==> config.mk <==
export PLATFORM = sky130hd
export DESIGN_NAME = mac_accumulator_flat
export DESIGN_NICKNAME = d
export VERILOG_FILES = /design/src/rtl/mac_accumulator_pkg.sv /design/src/rtl/mac_accumulator_if.sv /design/src/rtl/mac_accumulator_rca_adder.sv /design/src/rtl/mac_accumulator.sv /design/src/flat_wrapper.sv
export SDC_FILE = /design/constraint.sdc
export NUM_CORES = 1
export LEC_CHECK = 0
export CAP_MARGIN = 10
export CORE_MARGIN = 3
export CORE_UTILIZATION = 45
export CTS_BUF_LIST = sky130_fd_sc_hd__clkbuf_8
export DETAILED_ROUTE_END_ITERATION = 10
export DONT_BUFFER_PORTS = 1
export MAX_ROUTING_LAYER = met4
export PLACE_DENSITY_LB_ADDON = 0.08
export SLEW_MARGIN = 10
export SYNTH_ARGS = -nofsm -noshare
export SYNTH_HDL_FRONTEND = slang
export SYNTH_SLANG_ARGS = --single-unit
==> constraint.sdc <==
create_clock -name clk -period 21.7 [get_ports clk]
set_clock_uncertainty 0.15 [all_clocks]
set_input_delay 4.34 -clock clk [delete_from_list [all_inputs] [get_ports clk]]
set_output_delay 4.34 -clock clk [all_outputs]
set_load 0.05 [all_outputs]
==> src/rtl/mac_accumulator_pkg.sv <==
// ---------------------------------------------------------------------------
// mac_pkg
//   Shared types and helpers for the mac_accumulator block.
//   - state_t : accumulator FSM states (IDLE, ACCUM, HOLD)
//   - cnt_w() : beat-counter width for a given dot-product length
//               (CNT_W = (K_LEN > 1) ? $clog2(K_LEN) : 1)
// ---------------------------------------------------------------------------
package mac_pkg;

  typedef enum logic [1:0] {
    IDLE  = 2'd0,
    ACCUM = 2'd1,
    HOLD  = 2'd2
  } state_t;

  // A length-1 dot product still needs a one-bit counter to stay legal.
  function automatic int cnt_w(input int k_len);
    return (k_len > 1) ? $clog2(k_len) : 1;
  endfunction

endpackage

==> src/rtl/mac_accumulator_if.sv <==
// ---------------------------------------------------------------------------
// mac_accumulator_if
//   Operand-in / result-out handshake bundle for mac_accumulator.
//   Parameters: DATA_W (operand width), ACC_W (result width).
//   Signals:
//     in_valid  : operand pair present             (master -> slave)
//     in_ready  : pair accepted this cycle         (slave  -> master)
//     a_in,b_in : unsigned operands                (master -> slave)
//     out_valid : acc_out holds a finished result  (slave  -> master)
//     out_ready : downstream takes the result      (master -> slave)
//     acc_out   : dot-product result               (slave  -> master)
//     ovf       : sticky carry-out flag for result (slave  -> master)
//   Modports: master (operand fetch / result collector side), slave (MAC).
// ---------------------------------------------------------------------------
interface mac_accumulator_if #(
  parameter int DATA_W = 8,
  parameter int ACC_W  = 20
);

  logic              in_valid;
  logic              in_ready;
  logic [DATA_W-1:0] a_in;
  logic [DATA_W-1:0] b_in;
  logic              out_valid;
  logic              out_ready;
  logic [ACC_W-1:0]  acc_out;
  logic              ovf;

  modport master (
    output in_valid,
    output a_in,
    output b_in,
    output out_ready,
    input  in_ready,
    input  out_valid,
    input  acc_out,
    input  ovf
  );

  modport slave (
    input  in_valid,
    input  a_in,
    input  b_in,
    input  out_ready,
    output in_ready,
    output out_valid,
    output acc_out,
    output ovf
  );

endinterface

==> src/rtl/mac_accumulator_rca_adder.sv <==
// ---------------------------------------------------------------------------
// fulladder / rca_adder
//   fulladder : one-bit full adder cell.
//     ports: a, b, cin (in); sum, cout (out)
//   rca_adder #(W) : W-bit ripple-carry adder, a chain of W fulladder cells,
//     bit 0 fed by cin, cout taken from the top cell.
//     ports: a[W-1:0], b[W-1:0], cin (in); sum[W-1:0], cout (out)
// ---------------------------------------------------------------------------
module fulladder (
  input  logic a,
  input  logic b,
  input  logic cin,
  output logic sum,
  output logic cout
);

  logic p;

  assign p    = a ^ b;
  assign sum  = p ^ cin;
  assign cout = (a & b) | (cin & p);

endmodule

module rca_adder #(
  parameter int W = 20
) (
  input  logic [W-1:0] a,
  input  logic [W-1:0] b,
  input  logic         cin,
  output logic [W-1:0] sum,
  output logic         cout
);

  // carry[i] is the carry into bit i; carry[W] leaves the top of the chain.
  logic [W:0] carry;

  assign carry[0] = cin;

  for (genvar i = 0; i < W; i++) begin : g_bit
    fulladder u_fa (
      .a    (a[i]),
      .b    (b[i]),
      .cin  (carry[i]),
      .sum  (sum[i]),
      .cout (carry[i+1])
    );
  end

  assign cout = carry[W];

endmodule

==> src/rtl/mac_accumulator.sv <==
// ---------------------------------------------------------------------------
// mac_accumulator
//   Sequential multiply-accumulate element. Accepts K_LEN unsigned operand
//   pairs, sums their products through a ripple-carry adder and presents one
//   dot-product result, held until the downstream side takes it.
//
//   Parameters:
//     DATA_W : operand width (a_in, b_in), unsigned
//     ACC_W  : accumulator / result width, must be >= 2*DATA_W
//     K_LEN  : products per result, must be >= 1
//
//   Ports:
//     clk   : rising-edge clock
//     rst_n : asynchronous active-low reset
//     bus   : mac_accumulator_if.slave (in_valid/in_ready/a_in/b_in,
//             out_valid/out_ready/acc_out/ovf)
//
//   Build option:
//     MAC_ACC_SATURATE_EN : when defined, a carry out of the accumulator
//       clamps it to all-ones for the rest of the result; otherwise the sum
//       wraps modulo 2^ACC_W. ovf reports the carry-out in both builds.
// ---------------------------------------------------------------------------
module mac_accumulator
  import mac_pkg::*;
#(
  parameter int DATA_W = 8,
  parameter int ACC_W  = 20,
  parameter int K_LEN  = 4
) (
  input  logic               clk,
  input  logic               rst_n,
  mac_accumulator_if.slave   bus
);

  localparam int              CNT_W = cnt_w(K_LEN);
  localparam logic [CNT_W-1:0] LAST = CNT_W'(K_LEN - 1);

`ifdef MAC_ACC_SATURATE_EN
  localparam bit SAT_EN = 1'b1;
`else
  localparam bit SAT_EN = 1'b0;
`endif

  state_t              state;
  state_t              state_nx;
  logic [CNT_W-1:0]    count;
  logic [ACC_W-1:0]    acc;
  logic                ovf_r;

  logic                rdy;
  logic                accept;
  logic                handoff;

  logic [2*DATA_W-1:0] prod;
  logic [ACC_W-1:0]    prod_ext;
  logic [ACC_W-1:0]    sum;
  logic                cout;

  // Clamp on carry-out in the saturating build. Once the accumulator sits at
  // all-ones, any further non-zero product carries again and re-clamps, and a
  // zero product leaves it untouched, so the clamp persists for the result.
  function automatic logic [ACC_W-1:0] sat_result(input logic [ACC_W-1:0] s,
                                                  input logic             c);
    return (SAT_EN && c) ? {ACC_W{1'b1}} : s;
  endfunction

  // Handshake decode
  assign rdy     = (state != HOLD);
  assign accept  = bus.in_valid && rdy;
  assign handoff = (state == HOLD) && bus.out_ready;

  // Product and accumulate: unsigned multiply, zero-extended into the adder
  assign prod     = {{DATA_W{1'b0}}, bus.a_in} * {{DATA_W{1'b0}}, bus.b_in};
  assign prod_ext = ACC_W'(prod);

  rca_adder #(
    .W (ACC_W)
  ) u_add (
    .a    (acc),
    .b    (prod_ext),
    .cin  (1'b0),
    .sum  (sum),
    .cout (cout)
  );

  // FSM state register
  always_ff @(posedge clk or negedge rst_n) begin
    if (!rst_n) begin
      state <= IDLE;
    end else begin
      state <= state_nx;
    end
  end

  // FSM next state. IDLE and ACCUM behave alike on an accept; the last beat
  // (count == K_LEN-1) goes straight to HOLD, which also covers K_LEN == 1.
  always_comb begin
    state_nx = state;
    case (state)
      IDLE, ACCUM: begin
        if (accept) begin
          state_nx = (count == LAST) ? HOLD : ACCUM;
        end
      end
      HOLD: begin
        if (bus.out_ready) begin
          state_nx = IDLE;
        end
      end
      default: state_nx = IDLE;
    endcase
  end

  // Accumulator, beat counter and sticky overflow. A handoff clears all three
  // so the next result starts from zero; bubbles leave them untouched.
  always_ff @(posedge clk or negedge rst_n) begin
    if (!rst_n) begin
      acc   <= '0;
      count <= '0;
      ovf_r <= 1'b0;
    end else if (handoff) begin
      acc   <= '0;
      count <= '0;
      ovf_r <= 1'b0;
    end else if (accept) begin
      acc   <= sat_result(sum, cout);
      count <= count + CNT_W'(1);
      ovf_r <= ovf_r | cout;
    end
  end

  // Outputs
  assign bus.in_ready  = rdy;
  assign bus.out_valid = (state == HOLD);
  assign bus.acc_out   = acc;
  assign bus.ovf       = ovf_r;

endmodule

==> src/flat_wrapper.sv <==
// flat-port wrapper written by rule: the top's interface ports become plain ports
module mac_accumulator_flat import mac_pkg::*;
#(
  parameter int DATA_W = 8,
  parameter int ACC_W  = 20,
  parameter int K_LEN  = 4
)
  (clk, rst_n, bus_in_valid, bus_a_in, bus_b_in, bus_out_ready, bus_in_ready, bus_out_valid, bus_acc_out, bus_ovf);
  mac_accumulator_if #(.DATA_W(DATA_W), .ACC_W(ACC_W)) bus_i ();
  input  logic clk;
  input  logic rst_n;
  input wire logic [$bits(bus_i.in_valid)-1:0] bus_in_valid;
  input wire logic [$bits(bus_i.a_in)-1:0] bus_a_in;
  input wire logic [$bits(bus_i.b_in)-1:0] bus_b_in;
  input wire logic [$bits(bus_i.out_ready)-1:0] bus_out_ready;
  output wire logic [$bits(bus_i.in_ready)-1:0] bus_in_ready;
  output wire logic [$bits(bus_i.out_valid)-1:0] bus_out_valid;
  output wire logic [$bits(bus_i.acc_out)-1:0] bus_acc_out;
  output wire logic [$bits(bus_i.ovf)-1:0] bus_ovf;
  assign bus_i.in_valid = bus_in_valid;
  assign bus_i.a_in = bus_a_in;
  assign bus_i.b_in = bus_b_in;
  assign bus_i.out_ready = bus_out_ready;
  assign bus_in_ready = bus_i.in_ready;
  assign bus_out_valid = bus_i.out_valid;
  assign bus_acc_out = bus_i.acc_out;
  assign bus_ovf = bus_i.ovf;
  mac_accumulator #(.DATA_W(DATA_W), .ACC_W(ACC_W), .K_LEN(K_LEN)) u_core (.clk(clk), .rst_n(rst_n), .bus(bus_i));
endmodule
==> flow_summary.yaml <==
# physical design summary
run_status:
  status: "finished clean"
yosys:
  ys_ff: 25
  synth_warnings: 0
  syn_inst: 361
  area_leaders: "fa_1 (29%), dfrtp_1 (18%), ha_1 (15%)"
  adder_share: 0.437
  yosys_area_um2: 3540
  aoi_share: 0.110
  async_flop_share: 1.00
  synth_seq_share: 0.177
  syn_area_um2: 3540
  edf_count: 0
  syn_avg_cell_area_um2: 9.80
  ys_sh_simple: 0.132
  synth_top_cell_by_area: "fa_1"
  top_cell_area_share: 0.289
routing:
  drc: 0
  dr.pass1.iters: 4
  wl_met3_um: 234
  met2_length_um: 3250
  num_vias: 2300
  viasPerCell: 5.25
  wl_met1_um: 2800
pwr:
  p_sw_mw: 0.248
  top_power_group: "combinational logic"
  vdd_drop_max_v: 0.0000660
  intPower_mw: 0.223
  p_per_area_nw_per_um2: 134
  p_total_mw: 0.471
  power_frac_seq: 0.327
die:
  core_um2: 7450
  rows: 31
  tap_cells: 99
  chip_area_um2: 8960
  ioPinCount: 43
setup_path:
  path_class: "input port to register"
  cp-end-kind: "register"
  slowest_delay_ns: 0.53
  cp_data_required_time_ns: 21.71
  crit_slowest_cell: "fa_1"
  cp_common_cell: "fa_1"
  worst_ep_arrival_time_ns: 12.68
  critPathBufInv: 4
  r2r_setup_slack_ns: 13.24
  ff2ff_path_depth: 23
  timing.rr.end: "u_core.bus.acc_out[19]"
  startpoint_type: "input port"
place:
  io_buffers: 0
  postPlaceCellArea_um2: 3480
  dp_hpwl_um: 5380
final_timing:
  rsz0062_at_grt: "false"
  fmax_mhz: 78.9
  drv_slew: 0
  period_used_share: 0.584
  hold_slack_ns: 0.314
  fin_ws_ns: 9.03
  setup_viol: 0
run:
  timing.max_cap.violations: 0
cells_and_area:
  stdcell_count: 438
  comb_area_um2: 2500
  largest_register_ffs: 20
  drive_gt1_frac: 0.0236
  comb_share: 0.709
  clk_share: 0.0131
  area_growth_pct: -0.389
  dominant_cells: "combinational gates"
  n_antenna_cell: 0
  fill_cells: 776
  lay_top_count: "inv_1"
  final_area_um2: 3520
  nets: 453
  nNonClkBuffers: 0
  final_cell_mix: "inv_1 (61), fa_1 (51), ha_1 (42)"
clocking:
  insertion_delay_ns: 0.27
  cts_sinks: 25
  numCtsBuffers: 3
  cts_root_buffer: "clkbuf_8"
  post_cts_buffers: 0
global_routing:
  grt_max_degree: 26
  first_global_vias: 2574
  gr-total-overflow: 0
  top_usage_layer: "met2"
  met2_usage: 0.291
worst_hold_path:
  min_to: "u_core.state[0]"
  holdPathStages: 1
==> images/clock_map.png <==
Bar = 20 um.
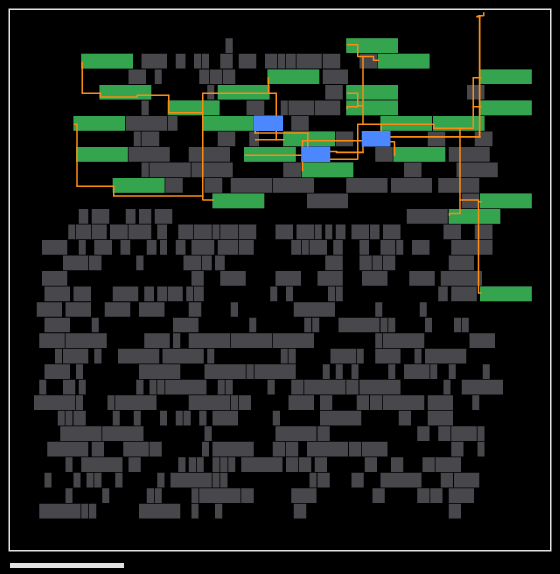
[flip-flops] green | count: 25
[cells driving clock nets] blue | count: 3
[clock wires] orange | length: 331 um
routed clock nets: 4
clock share of power: 0.059
Clk. pwr: 0.0277 mW

==> images/final_congestion.png <==
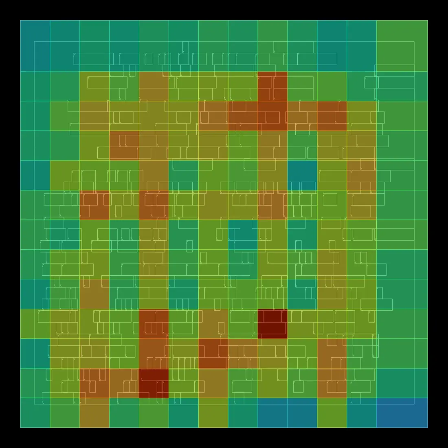
met1 GRT Util: 0.211
met3 usage in global routing: 0.0303

==> images/registers.png <==
Bar = 20 um.
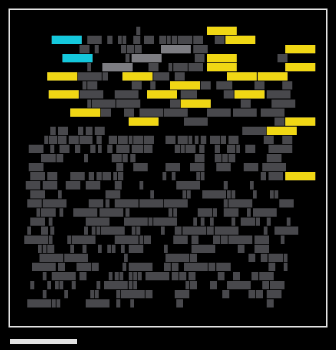
| netlist name | color | sequential cells |
|---|---|---|
| u_core.bus.acc_out | yellow | 20 |
| u_core.count | cyan | 2 |
not colored: 3
register share of the cell area: 0.178
final core occ: 0.473
Seq group: 0.154 mW
flip-flop and latch area: 626 um^2

Power figures rest on the tool's default switching activity, not on a simulated workload.
